===== src/rtl/msrv32_pc_gen_stage.sv =====
// Program-counter generation stage: next-PC source selection and the PC register
// that feeds the word-aligned instruction fetch address to the AHB port.
module msrv32_pc_gen_stage #(
  parameter logic [31:0] BOOT_ADDRESS = 32'h0000_0000
) (
  input  logic        ms_risc32_mp_clk_in,
  input  logic        ms_risc32_mp_rst_in,
  input  logic [1:0]  pc_src_in,
  input  logic [31:0] epc_in,
  input  logic [31:0] trap_address_in,
  input  logic        branch_taken_in,
  input  logic [31:0] iaddr_in,
  input  logic        ahb_ready_in,
  output logic [31:0] pc_out,
  output logic [31:0] pc_plus_4_out,
  output logic [31:0] pc_mux_out,
  output logic [31:0] iaddr_out,
  output logic        misaligned_instr_logic_out
);

  typedef enum logic [1:0] {
    SRC_BOOT  = 2'b00,
    SRC_EPC   = 2'b01,
    SRC_TRAP  = 2'b10,
    SRC_NEXT  = 2'b11
  } pc_src_e;

  logic [31:0] pcQ;
  logic [31:0] pcD;
  logic [31:0] branchTarget;
  logic [31:0] nextPc;
  logic [31:0] pcMux;
  pc_src_e     pcSrc;

  assign pcSrc         = pc_src_e'(pc_src_in);
  assign pc_plus_4_out = pcQ + 32'd4;

  // JALR semantics: bit 0 of any branch/jump target is discarded.
  assign branchTarget = iaddr_in & 32'hFFFF_FFFE;
  assign nextPc       = branch_taken_in ? branchTarget : pc_plus_4_out;

  assign misaligned_instr_logic_out = branch_taken_in & nextPc[1];

  always_comb begin
    pcMux = BOOT_ADDRESS;
    unique case (pcSrc)
      SRC_BOOT: pcMux = BOOT_ADDRESS;
      SRC_EPC:  pcMux = epc_in;
      SRC_TRAP: pcMux = trap_address_in;
      SRC_NEXT: pcMux = nextPc;
      default:  pcMux = BOOT_ADDRESS;
    endcase
  end

  assign pc_mux_out = pcMux;

  always_comb begin
    pcD = pcQ;
    if (ahb_ready_in) begin
      pcD = pcMux;
    end
  end

  always_ff @(posedge ms_risc32_mp_clk_in) begin
    if (ms_risc32_mp_rst_in) begin
      pcQ <= BOOT_ADDRESS;
    end else begin
      pcQ <= pcD;
    end
  end

  assign pc_out = pcQ;

  // The fetch address is word aligned; the PC keeps the raw value so misalignment stays visible.
  assign iaddr_out = ms_risc32_mp_rst_in ? BOOT_ADDRESS : {pcMux[31:2], 2'b00};

endmodule


===== config.mk =====
export PLATFORM = sky130hd
export DESIGN_NAME = msrv32_pc_gen_stage
export DESIGN_NICKNAME = d
export VERILOG_FILES = /design/src/rtl/msrv32_pc_gen_stage.sv
export SDC_FILE = /design/constraint.sdc
export NUM_CORES = 1
export LEC_CHECK = 0
export ABC_CLOCK_PERIOD_IN_PS = 3300
export CAP_MARGIN = 10
export CORE_MARGIN = 1
export CORE_UTILIZATION = 37
export CTS_CLUSTER_SIZE = 28
export DETAILED_ROUTE_END_ITERATION = 7
export GPL_TIMING_DRIVEN = 0
export HOLD_SLACK_MARGIN = 0.05
export PLACE_DENSITY = 0.86
export SYNTH_ARGS = -nofsm -noshare
export SYNTH_HDL_FRONTEND = slang
export SYNTH_SLANG_ARGS = --single-unit

===== constraint.sdc =====
create_clock -name ms_risc32_mp_clk_in -period 3.3 [get_ports ms_risc32_mp_clk_in]
set_input_delay 0.495 -clock ms_risc32_mp_clk_in [delete_from_list [all_inputs] [get_ports ms_risc32_mp_clk_in]]
set_output_delay 0.495 -clock ms_risc32_mp_clk_in [all_outputs]
set_load 0.005 [all_outputs]

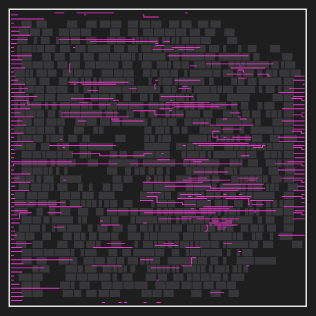
met3.png
(3 px per um) Cells faint in the background.
nets with wire on the layer	201
longest straight run	56.1 um
main direction	horizontal
share of all routed wire	9.3%
wire length on this layer	1630 um

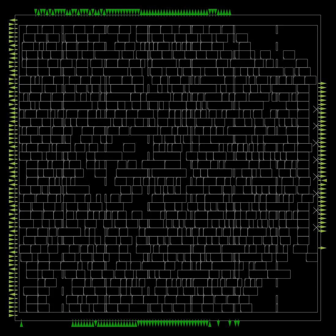
final_placement.png
number of sequential storage elements: 32
area inside the core boundary: 8890 um2

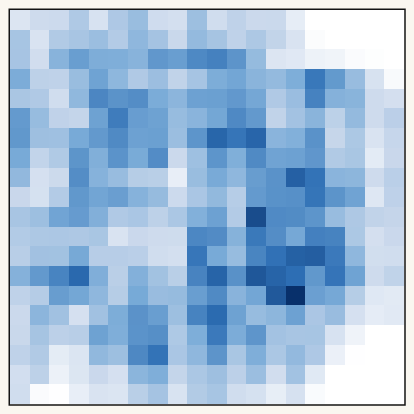
wire_density.png
(4 px per um) The die is cut into 20 by 20 equal tiles; white is low, dark blue is high, scaled to the fullest tile. Values are wire area over tile area, all layers added.
mean over tiles	0.31
nearly empty tiles	6.5%
fullest tile	0.80
tiles over half the peak	30%
total number of vias: 5125
Global Route Usage Sum: 34.7%
final routed wirelength across all metal layers: 17500 um
wire length per cell: 20.9 um

==> results.txt <==
Physical implementation

The synthesis-to-finish area growth is 85.2%. The worst register-to-register path begins at pc_out[11]. The final reports fail on design-rule violations. Setup repair after global routing could not meet its margin everywhere. The critical-path maximum fanout is 6. The analysis attributes to net switching a power of roughly 0.52 mW.

The total congestion overflow after global routing is 0. The final design utilization is ~70%. The initial antenna violation count is 0. The cell type contributing the most total cell area after synthesis is dfxtp_1.

During I/O placement, the number of pins put on the boundary was roughly 230. The total negative setup slack is 0 ns. The number of design rule violations left after detail routing is 8. The buffer depth of the longest clock path is 2. The register with the most flip-flops in the layout has 32 of them.

Per the post-CTS timing run, clock transition at the registers of the reported paths is roughly 0.080 ns. The run finished, with violations left. The H-tree was split into 2 levels. The vertical extent of the die is ~99 um. The register bit total from synthesis is 32. The fraction of registers with async set/reset is 0%. The ratio of cells with drive above 1 in the final layout is between 10 and 15%.

The post-synth count of flops with an enable pin is 0. The startpoint-to-endpoint class of the critical path is reg -> out. In the synthesis report, Yosys lists the chip area as around 3400 um2. The worst setup path is launched from a flop. The final critical delay including setup and external delays is about 3.3 ns.

The launch point of the worst min-delay path is recorded as pc_out[13]. The slew of the pin with the lowest slew margin is slightly below 0.7 ns. Total power for the finished layout comes to ~1.6 mW. The script computed the net switching share of total power as 33.4%.

At the worst endpoint, the arrival time is 2.79 ns. The warning tally printed by Yosys for this design is 0. The clock buffer count from CTS is 5. The horizontal die dimension is 98.5 um.
==> logic make-up after synthesis <==
| kind of cell | synth area share (%) |
|---|---|
| compound gates | 34.7 |
| other cells | 0.109 |
| buf+inv | 9.29 |
| mux | 2.32 |
| flops | 18.6 |
| simple gates | 27.4 |
| xor+xnor | 6.86 |
| fa+ha+maj | 0.726 |
==> cell usage in the layout, fill, tap and decap left out, types with 6 or more instances in the layout <==
master,synthesis,layout
clkbuf_2,1,10
buf_4,4,21
dfxtp_2,0,13
clkbuf_8,0,7
a22oi_1,13,12
inv_1,29,29
nor3_1,8,7
nand4_1,8,8
nand3_1,25,25
a21oi_1,33,33
and3_1,11,10
a22o_1,24,24
nor2_1,41,40
a32o_1,6,6
a222oi_1,6,6
mux2i_1,8,8
a31oi_1,6,6
o21ai_0,20,19
dfxtp_1,32,14
xnor2_1,16,14
clkdlybuf4s50_1,0,213
xor2_1,11,10
nand2_1,28,27
a211oi_1,17,16
dlymetal6s2s_1,0,8
clkbuf_1,39,17
==> metal layers <==
metal  GRT usage, %  routed length [um]  vias up
met5              0                   0        -
met4           14.1                 717        0
met3           5.96                1630       62
met2           59.3                8430      351
met1           43.3                6760     2391
li1               -                   -     2321
==> metrics by stage <==
stage	hold slack [ns]	cell area (um2)	setup WS (ns)
2_1_floorplan	0.524	3450	0.554
3_3_place_gp	0.538	5850	-0.726
3_5_place_dp	0.548	5850	-0.790
4_1_cts	0.513	6180	0.000387
5_1_grt	0.574	6390	-0.0362
6_report	0.525	6390	0.0134
==> critical path, cell delays in order (launching register included) <==
cell and delay [ns]:
dfxtp_2 0.35, buf_8 0.12, nand2_4 0.07, or4_4 0.53, buf_6 0.15, or4_4 0.59
xor2_4 0.19, a211oi_2 0.22, dlygate4sd2_1 0.27
==> final timing paths <==
path                    to  slack [ns]  cells past startpoint
max          iaddr_out[28]        0.01                      8
min             pc_out[13]        0.52                      2
max reg2reg     pc_out[28]        1.01                      7
min reg2reg     pc_out[13]        0.52                      2
==> area by class of cell <==
class                   count  area, um2  area share, %
flip-flops and latches     32        676           10.6
clock inverters             2       35.0          0.548
clock buffers               6       72.6           1.14
repair buffers            242       2410           37.7
multi-input cells         376       2680           42.0
well taps                 108        135           2.12
plain buffers              44        264           4.13
inverters                  30        113           1.76
==> power by group through the flow <==
| stage | sequential [mW] | clock [mW] | combinational, mW |
|---|---|---|---|
| after floorplan | 0.449 | 0 | 0.260 |
| after global placement | 0.453 | 0 | 0.668 |
| after detailed placement | 0.455 | 0 | 0.679 |
| after CTS | 0.452 | 0.387 | 0.694 |
| after global routing | 0.462 | 0.405 | 0.755 |
| final | 0.457 | 0.397 | 0.713 |
==> repair_timing <==
item / 4_1_cts / 5_1_grt
setup buffers: 5 / 11
pin swaps: 5 / 8
gates resized: 74 / 36
setup endpoints to repair: 67 / 45
hold buffers: 0 / 0
Power and IR drop assume default switching activity.
